**The clock network**

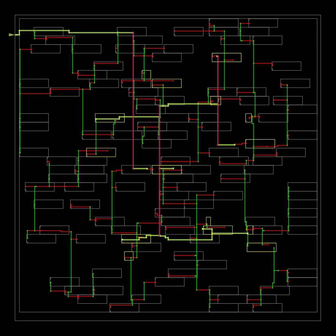
**Signal wires on met3**

(4 px per um) Cells faint in the background.
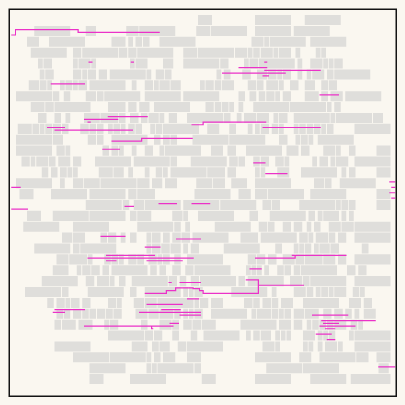
Design button_debounce_flat, sky130hd; sources not shown.
==> CHANGELOG.md <==
## Flow update

* Yosys chip area at 5340 um^2
* Hold crit path type: register to register
* Fin nets at around 600
* Clk slew on worst S/H paths at roughly 70 ps
* Pin count of the biggest net entering global routing at 54
* WP data required at 4350 ps
* Non-Filler Instances at about 690
* Worst slack at placement at 1600 ps
* Count of library flops with an enable pin at 0
* Ys flop type: dfrtp_1
* Status: finished, final reports clean
* Crit path DAT at 2820 ps
* Placed cell area at 5500 um^2
* Hold slack at 349 ps
* Detail Route Antenna Nets at 0
* Share of cells above drive strength 1 at 0.0709
* Final core utilization at 0.666
* Tmin final at 2590 ps
* Critical path class: register to register
* Synth async-reset ratio at 1.00
* Peak supply drop at 0.000254 V
* Critical path fanouts, max at 22
* Slew Limit Fails at 0
* Unrepaired setup endpoints after global routing: false
* Starting Density at 0.615
* Crit. End Element: register
* Cell Int Power at 1.80 mW
* Synthesized area per cell at 9.32 um^2
* Placed Instances at roughly 670
* Tool warnings at 26
-- 'the clock network' (at the start) --
# clock sinks: 104
flip-flops: 104
Clock buffer cells: 9
Clock Power: 0.772 mW

-- 'signal wires on met3' (at the start) --
- share of all routed wire: 4.6%
- main direction: horizontal
- nets with wire on the layer: 45
- wire length on this layer: 482 um
final wirelength: 10600 um
GRT met3 Usage: 0.0521

## synth_stat cells (3+ instances only)
| cell type | n |
|---|---|
| nor4_1 | 9 |
| buf_6 | 4 |
| nand3_1 | 37 |
| mux2i_1 | 8 |
| a22o_1 | 8 |
| inv_1 | 13 |
| buf_4 | 8 |
| xor2_1 | 7 |
| mux2_2 | 6 |
| dfrtp_1 | 104 |
| ha_1 | 4 |
| o21ai_0 | 28 |
| a41oi_1 | 6 |
| a2bb2oi_1 | 3 |
| nor2_1 | 47 |
| and2_1 | 8 |
| a21o_1 | 3 |
| nand4_1 | 16 |
| xnor2_1 | 13 |
| or2_2 | 3 |
| nand2_1 | 62 |
| a31oi_1 | 42 |
| clkbuf_1 | 13 |
| nor3_1 | 17 |
| and4_1 | 7 |
| nand2b_1 | 10 |
| o31ai_1 | 5 |
| buf_2 | 6 |
| and3_1 | 10 |
| a21oi_1 | 36 |
## logic make-up after synthesis
family | share of synthesized area
buffers and inverters | 0.0443
adder cells (fa/ha/maj) | 0.00937
AND-OR/OR-AND | 0.162
XOR/XNOR | 0.0328
flip-flops | 0.487
AND/OR/NAND/NOR | 0.236
multiplexers | 0.0276
## timing repair
action,CTS,global route
setup endpoints to repair,0,0
hold endpoints to repair,26,0
hold buffers,1,0
## area by class of cell
cell class	instances	share of cell area
sequential	104	0.451
clock buffer	9	0.0390
inverter	13	0.00845
tap	108	0.0234
multi-input combinational	424	0.435
clock inverter	6	0.00650
timing repair buffer	22	0.0373
## per-layer routing
layer	routed length, um	track usage	vias to the layer above
met2	5060	0.396	104
met5	0	0	-
met4	172	0.108	0
met1	4880	0.319	2119
met3	482	0.0521	15
li1	-	-	2091
No activity file was given, so power comes from the tool's default toggle rates.
